===== config.mk =====
export PLATFORM = sky130hd
export DESIGN_NAME = mem_stage_ctrl
export DESIGN_NICKNAME = d
export VERILOG_FILES = /design/src/rtl/mem_stage_ctrl.sv
export SDC_FILE = /design/constraint.sdc
export NUM_CORES = 1
export LEC_CHECK = 0
export CAP_MARGIN = 20
export CORE_UTILIZATION = 24
export CTS_CLUSTER_DIAMETER = 200
export DETAILED_ROUTE_END_ITERATION = 8
export PLACE_DENSITY = 0.5
export SLEW_MARGIN = 20
export SYNTH_ARGS = -nofsm -noshare
export SYNTH_HDL_FRONTEND = slang
export SYNTH_SLANG_ARGS = --single-unit

===== constraint.sdc =====
create_clock -name clk -period 3.2 [get_ports clk]
set_clock_uncertainty 0.05 [all_clocks]
set_input_delay 0.64 -clock clk [delete_from_list [all_inputs] [get_ports clk]]
set_output_delay 0.64 -clock clk [all_outputs]
set_load 0.005 [all_outputs]

===== src/rtl/mem_stage_ctrl.sv =====
// -----------------------------------------------------------------------------
// mem_stage_ctrl
// Memory-stage controller for an in-order pipeline. It issues the data-memory
// access for the instruction in EX/MEM and stalls the front of the pipe until
// the memory acknowledges. It also selects and registers the writeback value.
//
// Ports
//   clk, reset           clock; synchronous active-high reset
//   Predicate_mem        slot valid / predicate true
//   Res_mem, Data_mem    ALU result (effective address), store data
//   RW_mem, RegWrite_mem destination register and its write enable
//   MEMRd_mem/MEMWr_mem  load / store (both set => store)
//   WB_data_mem          writeback select: 00 Res, 01 load data, 10 PC+4, 11 Res
//   PCPLUS_mem           return address
//   dmem_*               request/acknowledge data-memory interface
//   mem_stall            freeze IF/ID/EX and EX/MEM while an access is pending
//   WB_value_wb, RW_wb, RegWrite_wb  MEM/WB register
//   mem_err              one-cycle pulse after an access times out
//
// Build option: define MEM_TIMEOUT_EN to abort an access after TIMEOUT_CYCLES
// wait cycles. Without it, a pending access waits forever and mem_err is 0.
// -----------------------------------------------------------------------------
module mem_stage_ctrl #(
    parameter int TIMEOUT_CYCLES = 16
) (
    input  logic        clk,
    input  logic        reset,
    input  logic        Predicate_mem,
    input  logic [31:0] Res_mem,
    input  logic [31:0] Data_mem,
    input  logic [4:0]  RW_mem,
    input  logic        MEMRd_mem,
    input  logic        MEMWr_mem,
    input  logic        RegWrite_mem,
    input  logic [1:0]  WB_data_mem,
    input  logic [31:0] PCPLUS_mem,
    output logic        dmem_req,
    output logic        dmem_we,
    output logic [31:0] dmem_addr,
    output logic [31:0] dmem_wdata,
    input  logic [31:0] dmem_rdata,
    input  logic        dmem_ready,
    output logic        mem_stall,
    output logic [31:0] WB_value_wb,
    output logic [4:0]  RW_wb,
    output logic        RegWrite_wb,
    output logic        mem_err
);

    typedef enum logic {S_IDLE = 1'b0, S_WAIT = 1'b1} state_t;

    state_t      r_state;
    logic [31:0] r_addr;
    logic [31:0] r_wdata;
    logic [31:0] r_pcplus;
    logic        r_we;
    logic [4:0]  r_rw;
    logic        r_regwrite;
    logic [1:0]  r_wbsel;

    logic        w_access;
    logic        w_wait;
    logic        w_abort;
    logic        w_slot_ok;
    logic [1:0]  w_sel;
    logic [31:0] w_res;
    logic [31:0] w_pc;
    logic [31:0] w_wbval;

    assign w_access = Predicate_mem & (MEMRd_mem | MEMWr_mem);
    assign w_wait   = (r_state == S_WAIT);

    // Memory interface: live inputs in IDLE, latched copies while waiting.
    // MEMWr_mem alone decides the strobe, so rd+wr together acts as a store.
    assign dmem_req   = ~reset & (w_wait | w_access);
    assign dmem_we    = ~reset & (w_wait ? r_we : (w_access & MEMWr_mem));
    assign dmem_addr  = w_wait ? r_addr  : Res_mem;
    assign dmem_wdata = w_wait ? r_wdata : Data_mem;

    // An aborting access releases the stall in its final cycle so the frozen
    // instruction leaves EX/MEM instead of being re-issued.
    assign mem_stall = ~reset & ~dmem_ready & (w_wait ? ~w_abort : w_access);

    // Writeback source: the held access when finishing from WAIT, otherwise
    // whatever sits in EX/MEM right now.
    assign w_sel     = w_wait ? r_wbsel  : WB_data_mem;
    assign w_res     = w_wait ? r_addr   : Res_mem;
    assign w_pc      = w_wait ? r_pcplus : PCPLUS_mem;
    assign w_slot_ok = w_wait ? ~w_abort : Predicate_mem;

    always_comb begin
        w_wbval = w_res;
        case (w_sel)
            2'b01:   w_wbval = dmem_rdata;
            2'b10:   w_wbval = w_pc;
            default: w_wbval = w_res;
        endcase
    end

    always_ff @(posedge clk) begin
        if (reset) begin
            r_state     <= S_IDLE;
            r_addr      <= '0;
            r_wdata     <= '0;
            r_pcplus    <= '0;
            r_we        <= 1'b0;
            r_rw        <= '0;
            r_regwrite  <= 1'b0;
            r_wbsel     <= '0;
            WB_value_wb <= '0;
            RW_wb       <= '0;
            RegWrite_wb <= 1'b0;
        end else begin
            if (mem_stall || !w_slot_ok) begin
                WB_value_wb <= '0;
                RW_wb       <= '0;
                RegWrite_wb <= 1'b0;
            end else begin
                WB_value_wb <= w_wbval;
                RW_wb       <= w_wait ? r_rw       : RW_mem;
                RegWrite_wb <= w_wait ? r_regwrite : RegWrite_mem;
            end

            case (r_state)
                S_IDLE: begin
                    if (w_access && !dmem_ready) begin
                        r_state    <= S_WAIT;
                        r_addr     <= Res_mem;
                        r_wdata    <= Data_mem;
                        r_pcplus   <= PCPLUS_mem;
                        r_we       <= MEMWr_mem;
                        r_rw       <= RW_mem;
                        r_regwrite <= RegWrite_mem;
                        r_wbsel    <= WB_data_mem;
                    end
                end
                S_WAIT: begin
                    if (dmem_ready || w_abort) r_state <= S_IDLE;
                end
                default: r_state <= S_IDLE;
            endcase
        end
    end

`ifdef MEM_TIMEOUT_EN
    localparam int CW = (TIMEOUT_CYCLES > 1) ? $clog2(TIMEOUT_CYCLES) : 1;

    logic [CW-1:0] r_tcnt;
    logic          r_err;

    // r_tcnt holds the number of wait cycles already spent; it sits at 0 in
    // IDLE, so every entry into WAIT starts from a cleared count.
    assign w_abort = w_wait & ~dmem_ready & (r_tcnt == CW'(TIMEOUT_CYCLES - 1));
    assign mem_err = r_err;

    always_ff @(posedge clk) begin
        if (reset) begin
            r_tcnt <= '0;
            r_err  <= 1'b0;
        end else begin
            r_err  <= w_abort;
            r_tcnt <= (w_wait && !dmem_ready && !w_abort) ? r_tcnt + 1'b1 : '0;
        end
    end
`else
    assign w_abort = 1'b0;
    assign mem_err = 1'b0;
`endif

endmodule


Figure 1. The clock network.
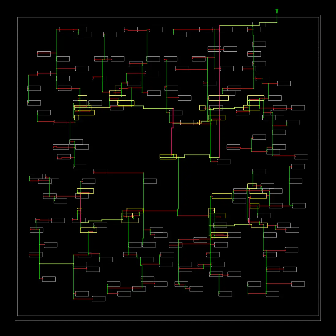
Clock group: 2040 µW
clock buf count: 20

Figure 2. Signal wires by layer.
Scale bar: 50 µm. Two of the layers only.
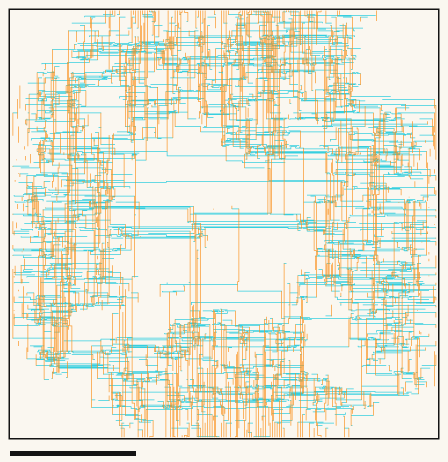
Key: metal 2 = orange [wire length 11300 µm]; metal 1 = cyan [wire length 11800 µm]

Figure 3. Power grid.
Scale bar: 50 µm. Pins as bars on the die edge.
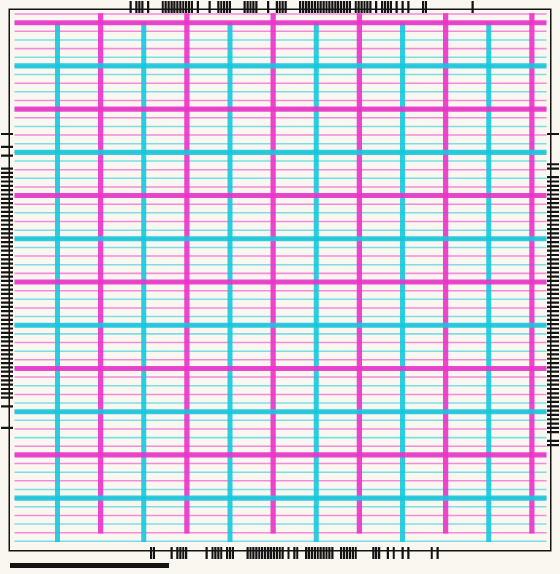
Key: VDD = magenta; VSS = cyan
12 straps on met4. 12 straps on met5.
core area: 27800 µm²
die height: 170 µm
die x size: 170 µm
VDD IR max: 0.233 mV

==> flow_metrics.tcl <==
# metrics dict for downstream scripts
set metrics [dict create \
    die_area_um2 28900 \
    status "completed" \
    hold_violations 0 \
    numCtsBuffers 17 \
    gr-usage-all-layers_pct 17.1 \
    netlist-cell-type-count 25 \
    powerComb_uw 945 \
    slew_violations 0 \
    place_congestion 0.704 \
    drt_iter0_drc 372 \
    antenna_left 0 \
    placedCellCount 1329 \
    maxCapViolations 0 \
    final_cells 1361 \
    grtUsageMet2_pct 26.7 \
    switching_share_pct 26.5 \
    cts_resized 0 \
    synth_cells 774 \
    yosys_area_um2 6770 \
    power.total_uw 4900 \
    p_sw_uw 1300 \
    cts_setup_buffers 0 \
    synthesis.area_um2 6770 \
    cts.sinks 144 \
    ioPinCount 248 \
    largest_area_cell "dfxtp_1" \
    internal_power_uw 3600 \
    dp_hpwl_um 15000 \
]
Figure 4. M3 wires.
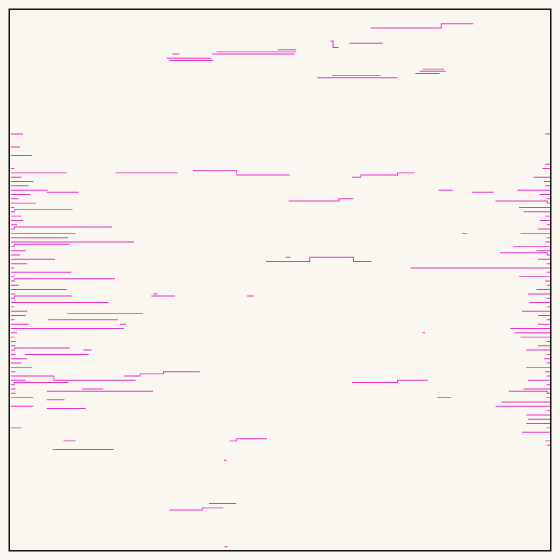
The layer holds 6.0% of the routed length. The layer carries 1500 µm of wire. The wires run mostly horizontal. The longest straight run is 43.5 µm.
Via Count: 6703
Routed WL: 24800 µm

Figure 5. The metal 2 layer.
Scale bar: 50 µm.
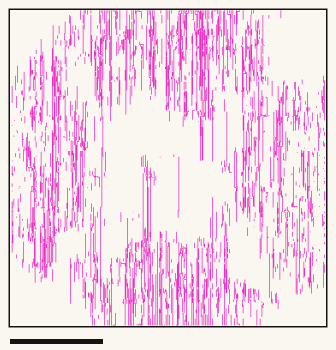
The longest straight run is 74.1 µm. The wires run mostly vertical. 905 nets have wire on it. The layer carries 11300 µm of wire. The layer holds 46% of the routed length.

==> cell families after synthesis <==
kind of cell / Yosys count / share of synthesized area [%]
other cells: 1 / 0.0554
simple gates: 185 / 13.2
fa+ha+maj: 2 / 0.370
compound gates: 245 / 20.0
flops: 144 / 42.6
mux: 104 / 17.2
buf+inv: 93 / 6.64
==> final cells by class <==
| type | count | area (µm²) | share of cell area (%) |
|---|---|---|---|
| clock buffer | 20 | 467 | 4.61 |
| inverter | 5 | 18.8 | 0.185 |
| sequential | 144 | 2890 | 28.5 |
| multi-input combinational | 537 | 3470 | 34.3 |
| timing repair buffer | 265 | 2680 | 26.5 |
| antenna | 1 | 2.50 | 0.0247 |
| clock inverter | 11 | 128 | 1.26 |
| tap | 378 | 473 | 4.67 |
==> path summary, 6_finish.rpt <==
path / startpoint / endpoint / slack, ps
hold reg to reg: r_pcplus[31] / r_pcplus[31] / 420
setup / recovery: r_state / dmem_wdata[16] / 190
setup reg to reg: r_state / WB_value_wb[4] / 650
hold / removal: r_pcplus[31] / r_pcplus[31] / 420
==> cells in the mapped netlist <==
library cell / count
dfxtp_1: 144
a21oi_1: 107
nand3_1: 104
mux2_2: 96
o21ai_0: 82
clkbuf_1: 45
nor2_1: 40
nor3_1: 35
a221oi_1: 32
buf_2: 25
o21ai_1: 23
mux2i_1: 8
buf_4: 6
buf_6: 6
buf_1: 5
inv_1: 5
ha_1: 2
nand2_1: 2
clkbuf_2: 1
conb_1: 1
nand3b_1: 1
nor3b_4: 1
o221ai_1: 1
or2_2: 1
or3b_1: 1
==> per-layer routing <==
layer,vias to the layer above,share of wire (%)
met5,-,0.052
met4,2,0.70
met3,15,6.0
met2,215,46
met1,3255,48
li1,3216,-
Power figures rest on the tool's default switching activity, not on a simulated workload.
